run_1/metal_density.png
Scale bar: 10 µm. The die is cut into 9 by 9 equal tiles; dark blue is low, red is high, scaled to the fullest tile. Values are wire area over tile area, all layers added.
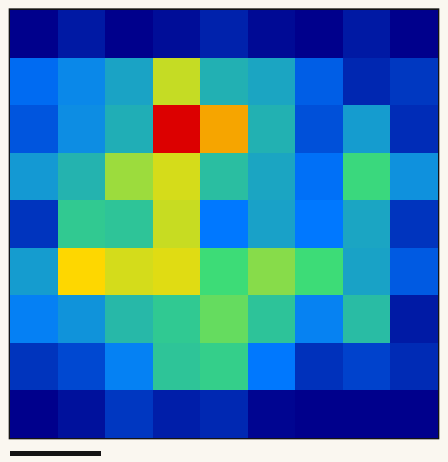
run_1/sizes.png
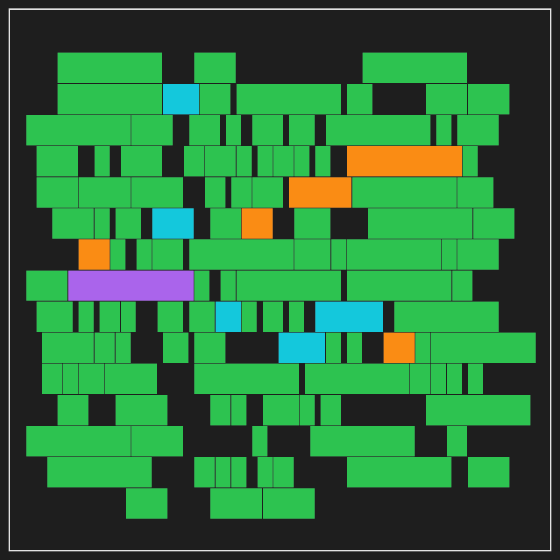
run_1/placement_by_type.png
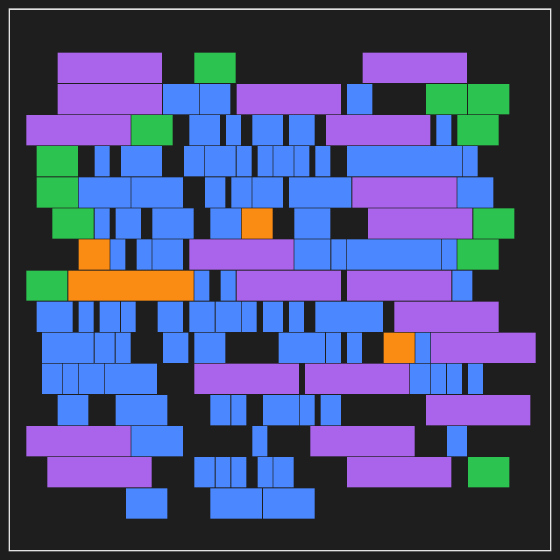
**src/rtl/wifi_conv_encoder.sv**
```systemverilog
// Bit-serial 802.11a convolutional encoder (K=7, g0=133, g1=171) with 2/3 and 3/4 puncturing.
// Coded bits are registered one cycle after acceptance; there is no backpressure and every valid bit is taken.
module wifi_conv_encoder #(
   parameter int TAIL_LEN = 6
) (
   input  logic       clk,
   input  logic       reset,
   input  logic [1:0] rate,
   input  logic       valid_in,
   input  logic       data_in,
   input  logic       frame_end,
   output logic [1:0] data_out,
   output logic [1:0] valid_out,
   output logic       busy,
   output logic       done
);

   localparam int TW = $clog2(TAIL_LEN + 1);

   typedef enum logic [1:0] {IDLE, RUN, TAIL, DONE} state_t;

   state_t         state, state_nxt;
   logic [6:1]     sr, sr_nxt, sr_cur;
   logic [1:0]     pc, pc_nxt, pc_adv;
   logic [1:0]     rate_q, rate_nxt;
   logic [TW-1:0]  tail_cnt, tail_nxt;
   logic           enc_en, enc_bit, coded_a, coded_b;
   logic [1:0]     enc_rate, enc_pc, mask;

   always_comb begin
      state_nxt = state;
      rate_nxt  = rate_q;
      tail_nxt  = tail_cnt;
      enc_en    = 1'b0;
      enc_bit   = 1'b0;
      enc_rate  = rate_q;
      enc_pc    = pc;
      sr_cur    = sr;

      case (state)
         IDLE: begin
            if (valid_in) begin
               enc_en    = 1'b1;
               enc_bit   = data_in;
               enc_rate  = rate;
               enc_pc    = 2'd0;
               rate_nxt  = rate;
               state_nxt = frame_end ? TAIL : RUN;
               tail_nxt  = '0;
            end
         end
         RUN: begin
            if (valid_in) begin
               enc_en  = 1'b1;
               enc_bit = data_in;
            end
            if (frame_end) begin
               state_nxt = TAIL;
               tail_nxt  = '0;
            end
         end
         TAIL: begin
            // valid_in is deliberately ignored here; the encoder is flushing zeros
            enc_en   = 1'b1;
            tail_nxt = tail_cnt + 1'b1;
            if (tail_cnt == TW'(TAIL_LEN - 1))
               state_nxt = DONE;
         end
         default: begin
            // DONE: encoder state is cleared, but a new frame may start in the same cycle
            sr_cur    = '0;
            enc_pc    = 2'd0;
            state_nxt = IDLE;
            if (valid_in) begin
               enc_en    = 1'b1;
               enc_bit   = data_in;
               enc_rate  = rate;
               rate_nxt  = rate;
               state_nxt = frame_end ? TAIL : RUN;
               tail_nxt  = '0;
            end
         end
      endcase

      coded_a = enc_bit ^ sr_cur[2] ^ sr_cur[3] ^ sr_cur[5] ^ sr_cur[6];
      coded_b = enc_bit ^ sr_cur[1] ^ sr_cur[2] ^ sr_cur[3] ^ sr_cur[6];

      case (enc_rate)
         2'b01: begin
            mask   = enc_pc[0] ? 2'b01 : 2'b11;
            pc_adv = {1'b0, ~enc_pc[0]};
         end
         2'b10: begin
            case (enc_pc)
               2'd0:    begin mask = 2'b11; pc_adv = 2'd1; end
               2'd1:    begin mask = 2'b01; pc_adv = 2'd2; end
               default: begin mask = 2'b10; pc_adv = 2'd0; end
            endcase
         end
         default: begin
            mask   = 2'b11;
            pc_adv = 2'd0;
         end
      endcase

      sr_nxt = enc_en ? {sr_cur[5:1], enc_bit} : sr_cur;
      pc_nxt = enc_en ? pc_adv : enc_pc;
   end

   always_ff @(posedge clk or negedge reset) begin
      if (!reset) begin
         state     <= IDLE;
         sr        <= '0;
         pc        <= 2'd0;
         rate_q    <= 2'd0;
         tail_cnt  <= '0;
         data_out  <= 2'b00;
         valid_out <= 2'b00;
         done      <= 1'b0;
      end else begin
         state     <= state_nxt;
         sr        <= sr_nxt;
         pc        <= pc_nxt;
         rate_q    <= rate_nxt;
         tail_cnt  <= tail_nxt;
         data_out  <= enc_en ? ({coded_b, coded_a} & mask) : 2'b00;
         valid_out <= enc_en ? mask : 2'b00;
         done      <= (state == DONE);
      end
   end

   assign busy = (state == RUN) || (state == TAIL);

endmodule

```
**config.mk**
```make
export PLATFORM = sky130hd
export DESIGN_NAME = wifi_conv_encoder
export DESIGN_NICKNAME = d
export VERILOG_FILES = /design/src/rtl/wifi_conv_encoder.sv
export SDC_FILE = /design/constraint.sdc
export NUM_CORES = 1
export LEC_CHECK = 0
export CAP_MARGIN = 20
export CORE_UTILIZATION = 54
export CTS_CLUSTER_SIZE = 24
export DETAILED_ROUTE_END_ITERATION = 6
export PLACE_DENSITY = 0.76
export SKIP_LAST_GASP = 1
export SLEW_MARGIN = 20
export SYNTH_ARGS = -nofsm -noshare
export SYNTH_HDL_FRONTEND = slang
export SYNTH_SLANG_ARGS = --single-unit
export TNS_END_PERCENT = 30
```
**constraint.sdc**
```tcl
create_clock -name clk -period 3.3 [get_ports clk]
set_input_delay 0.33 -clock clk [delete_from_list [all_inputs] [get_ports clk]]
set_output_delay 0.33 -clock clk [all_outputs]
set_load 0.02 [all_outputs]
```
==> reports/results.ini, run 1 <==
[status]
outcome = finished clean

[grt]
busiest_layer = met2
grt_pass1_wl_mm = 3.24
grt_max_degree = 21

[worst_setup_path]
reg2reg_from = state[0]
setup.worst_path.end = data_out[0]
setup.worst_path.start_class = flop
path_cells = inv_1 -> ha_1 -> nor2b_1 -> mux2i_1 -> inv_1 -> ha_1 -> o31ai_1 -> a31oi_1 -> and2_1
slowest_stage = o31ai_1

[timing]
rsz0062_at_grt = false
period_used_share = 0.846
holdWs_ns = 0.500
finClkSkew_ns = 0.00607
tns_ns = 0
setup_viol = 0
worstMarginPinSlew_ns = 0.855
drv_slew = 0
finalHoldViolCount = 0

[power_and_ir_drop]
p_sw_uw = 550
vdd_drop_max_mv = 0.647
clock_power_share = 0.144

[finish]
final-seq-area_um2 = 500
layout_top_cell = dfrtp_1
largestRegisters = sr (6), tail_cnt (3)
fillers = 142
clock_area_frac = 0.0405
buffer_area_frac = 0.0927
nClkBuffers = 3
logic_area_um2 = 566
inverters = 7

[logic_synthesis]
ys_area_mm2 = 0.00110
edf_count = 0
synth_area_per_cell_um2 = 10.1
synth-main-ff-cell = dfrtp_1
area_leaders = dfrtp_1, ha_1, nand2_1
ys_sh_simple = 0.140
syn_nets = 124
synth_area_leader_cell = dfrtp_1
synth-cells-yosys = 109
numSynthFlops = 20
ys_sh_aoi = 0.180
synthTopCellsByCount = dfrtp_1, nand2_1, nor2_1, a21oi_1, ha_1
synth_area_mm2 = 0.00110

[clock_tree]
clock_latency_ns = 0.30
post_cts_buffers = 0
cts_max_level = 1
root_buffer = clkbuf_4
cts_buffers = 3

[floorplanning]
initCoreUtil = 0.607
die_y_um = 47.2
taps = 25
io_pins = 13

[placed_design]
dp_cells = 144

[flow_run]
maxCapViolCount = 0

About metal_density.png:
The densest ninth of the die: center. The mean over all tiles is 0.14. 12% of the tiles are nearly empty. The fullest tile reaches 0.50. 16% of the tiles are over half the peak.
gr usage total: 0.223
detailed-route via count: 832
WL final: 2.05 mm

About sizes.png:
_2 cells: marked cyan, cells 5. _6 and larger: marked purple, cells 1, most used bufinv_16. _3 and _4 cells: marked orange, cells 5, most used clkbuf_4. _0 and _1 cells: marked green, cells 112, most used dfrtp_1.
Buffers, non-clock: 12
Final WS setup: 0.508 ns
design area: 0.00130 mm²

About placement_by_type.png:
remaining buffers and delay cells: marked green, cells 12, share of their area 9.5%. sequential cells: marked purple, cells 20, share of their area 40%. combinational and other logic: marked blue, cells 87, share of their area 47%. clock drivers and dummy loads: marked orange, cells 4, share of their area 4.2%.
Util after Layout: 0.712
Rows: 15
core box area: 0.00182 mm²
sequential share of cell area: 0.386

--- run 2 (diff from run 1) ---
--- a/config.mk
+++ b/config.mk
@@ -6,10 +6,10 @@
 export NUM_CORES = 1
 export LEC_CHECK = 0
 export CAP_MARGIN = 20
-export CORE_UTILIZATION = 54
+export CORE_UTILIZATION = 49
 export CTS_CLUSTER_SIZE = 24
 export DETAILED_ROUTE_END_ITERATION = 6
-export PLACE_DENSITY = 0.76
+export PLACE_DENSITY = 0.73
 export SKIP_LAST_GASP = 1
 export SLEW_MARGIN = 20
 export SYNTH_ARGS = -nofsm -noshare
==> constraint.sdc (replaced) <==
create_clock -name clk -period 2.3 [get_ports clk]
set_input_delay 0.23 -clock clk [delete_from_list [all_inputs] [get_ports clk]]
set_output_delay 0.23 -clock clk [all_outputs]
set_load 0.02 [all_outputs]
==> run 2 against run 1 <==
  * Critical path depth unchanged
  * Synthesized area stayed put
  * Design area rose by 11%
  * Non-clock buffer count is 11 higher
  * Critical endpoint unchanged
==> reports/results.ini, run 2 <==
[status]
outcome = finished clean  ; unchanged

[route]
wl_met1_um = 998  ; was 908 µm
routed_wl_mm = 2.30  ; was 2.05 mm
dr_wl_met2_mm = 1.15  ; was 1.03 mm
wire_per_inst_um = 14.3  ; was 13.8 µm
drt_pre_antenna_iters = 4  ; unchanged
ant_nets = 0  ; unchanged
vias = 851  ; was 832
wl_met3_um = 92  ; was 91 µm

[timing]
setup_viol = 0  ; unchanged
worstMarginPinSlew_ns = 0.541  ; was 0.855 ns
drv_slew = 0  ; unchanged
holdWs_ns = 0.255  ; was 0.500 ns
finClkSkew_ns = 0.00518  ; was 0.00607 ns
tns_ns = 0  ; unchanged
finalHoldViolCount = 0  ; unchanged
max_freq_ghz = 0.449  ; was 0.358 GHz
period_used_share = 0.968  ; was 0.846

[placed_design]
globalplace.congestion = 0.793  ; was 0.792
dp_slack_ns = -0.0775  ; was 0.470 ns
dp_cells = 153  ; was 144
postPlaceCellArea_mm2 = 0.00133  ; was 0.00124 mm²
dpl.hpwl_mm = 1.58  ; was 1.49 mm

[logic_synthesis]
synth_area_leader_cell = dfrtp_1  ; unchanged
top_logic_kind = AND-OR/OR-AND gates  ; unchanged
synthArstFlopShare = 1.00  ; unchanged
synthTopCellsByCount = dfrtp_1, nand2_1, nor2_1, a21oi_1, ha_1  ; unchanged
mux_area_frac = 0.0419  ; unchanged
ys_area_mm2 = 0.00110  ; unchanged
numSynthFlops = 20  ; unchanged
post_synth_inst_count = 109  ; unchanged
synth_area_mm2 = 0.00110  ; unchanged
synth_area_per_cell_um2 = 10.1  ; unchanged
edf_count = 0  ; unchanged
yosys.area_share.xor_xnor = 0.0589  ; unchanged
area_leaders = dfrtp_1, ha_1, nand2_1  ; unchanged
synth-cells-yosys = 109  ; unchanged
ys_sh_aoi = 0.180  ; unchanged
syn_nets = 124  ; unchanged
synth-main-ff-cell = dfrtp_1  ; unchanged
ys_sh_simple = 0.140  ; unchanged

[worst_setup_path]
slowest_stage = dfrtp_1  ; was o31ai_1
path_max_fanout = 3  ; was 5
cp.depth = 9  ; unchanged
path_cells = inv_2 -> ha_2 -> nor2b_4 -> mux2i_2 -> ha_4 -> buf_4 -> nor2_1 -> a31oi_2 -> and2_1  ; was inv_1 -> ha_1 -> nor2b_1 -> mux2i_1 -> inv_1 -> ha_1 -> o31ai_1 -> a31oi_1 -> and2_1
setup.worst_path.start_class = flop  ; unchanged
setup.worst_path.end = data_out[0]  ; unchanged
reg2reg_from = state[0]  ; unchanged
slowest_delay_ns = 0.42  ; was 0.52 ns

[finish]
largestRegisters = sr (6), tail_cnt (3)  ; unchanged
nClkBuffers = 4  ; was 3
buffer_area_frac = 0.141  ; was 0.0927
final-seq-area_um2 = 500  ; unchanged
diodes = 0  ; unchanged
logic_area_um2 = 636  ; was 566 µm²
inverters = 7  ; unchanged
clock_area_frac = 0.0253  ; was 0.0405
fillers = 160  ; was 142
combAreaFraction = 0.443  ; was 0.436
layout_top_cell = dfrtp_1  ; unchanged
drive_gt1_frac = 0.276  ; was 0.0894
finish.utilization = 0.703  ; was 0.712

[power_and_ir_drop]
vdd_drop_max_mv = 1.05  ; was 0.647 mV
p_sw_uw = 951  ; was 550 µW
sequentialPower_uw = 585  ; was 411 µW
maxPowerGroup = combinational logic  ; unchanged
clock_power_share = 0.091  ; was 0.144

[grt]
grt_use_met1 = 0.263  ; was 0.272
busiest_layer = met2  ; unchanged
met2_usage = 0.356  ; was 0.375
grt_max_degree = 21  ; unchanged
globalRoute.totalOverflow = 0  ; unchanged
grtUsageTotal = 0.208  ; was 0.223
grt_pass1_wl_mm = 3.82  ; was 3.24 mm

[clock_tree]
cts_sinks = 20  ; unchanged
cts_max_level = 1  ; unchanged
cts_buffers = 3  ; unchanged
hold_buffers = 0  ; unchanged
post_cts_buffers = 2  ; was 0
cts_tree = done  ; unchanged
clock_latency_ns = 0.30  ; about the same
root_buffer = clkbuf_4  ; unchanged

[floorplanning]
io_pins = 13  ; unchanged
die_y_um = 49.5  ; was 47.2 µm
initCoreUtil = 0.541  ; was 0.607
die_w_um = 49.5  ; was 47.2 µm
taps = 27  ; was 25

[flow_run]
maxCapViolCount = 0  ; unchanged

run_2/sizes.png
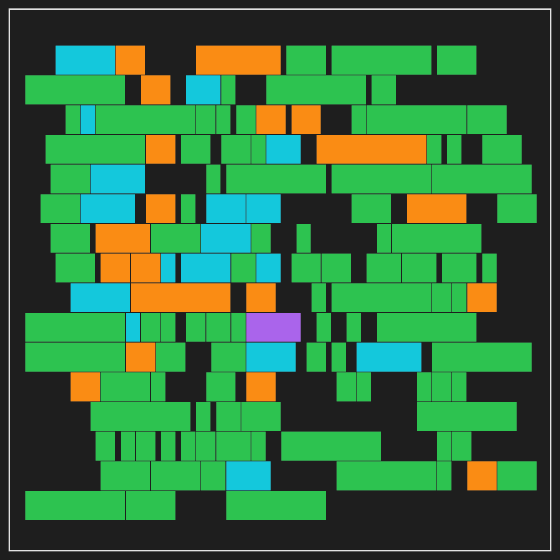
_0 and _1 cells: marked green, cells 97, most used dfrtp_1. _3 and _4 cells: marked orange, cells 19, most used buf_4. _2 cells: marked cyan, cells 17, most used inv_2. _6 and larger: marked purple, cells 1, most used clkbuf_8.
Synth-to-Final Area Change: 29.9%
Buffers, non-clock: 23
Final WS setup: 0.0728 ns
design area: 0.00144 mm²

run_2/placement_by_type.png
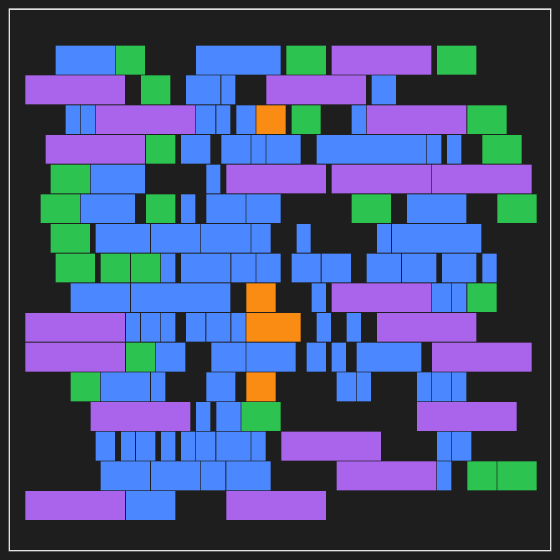
clock drivers and dummy loads: marked orange, cells 4, share of their area 2.6%. combinational and other logic: marked blue, cells 87, share of their area 47%. sequential cells: marked purple, cells 20, share of their area 36%. remaining buffers and delay cells: marked green, cells 23, share of their area 14%.
core box area: 0.00204 mm²
sequential share of cell area: 0.349
Rows: 16

Power figures rest on the tool's default switching activity, not on a simulated workload.
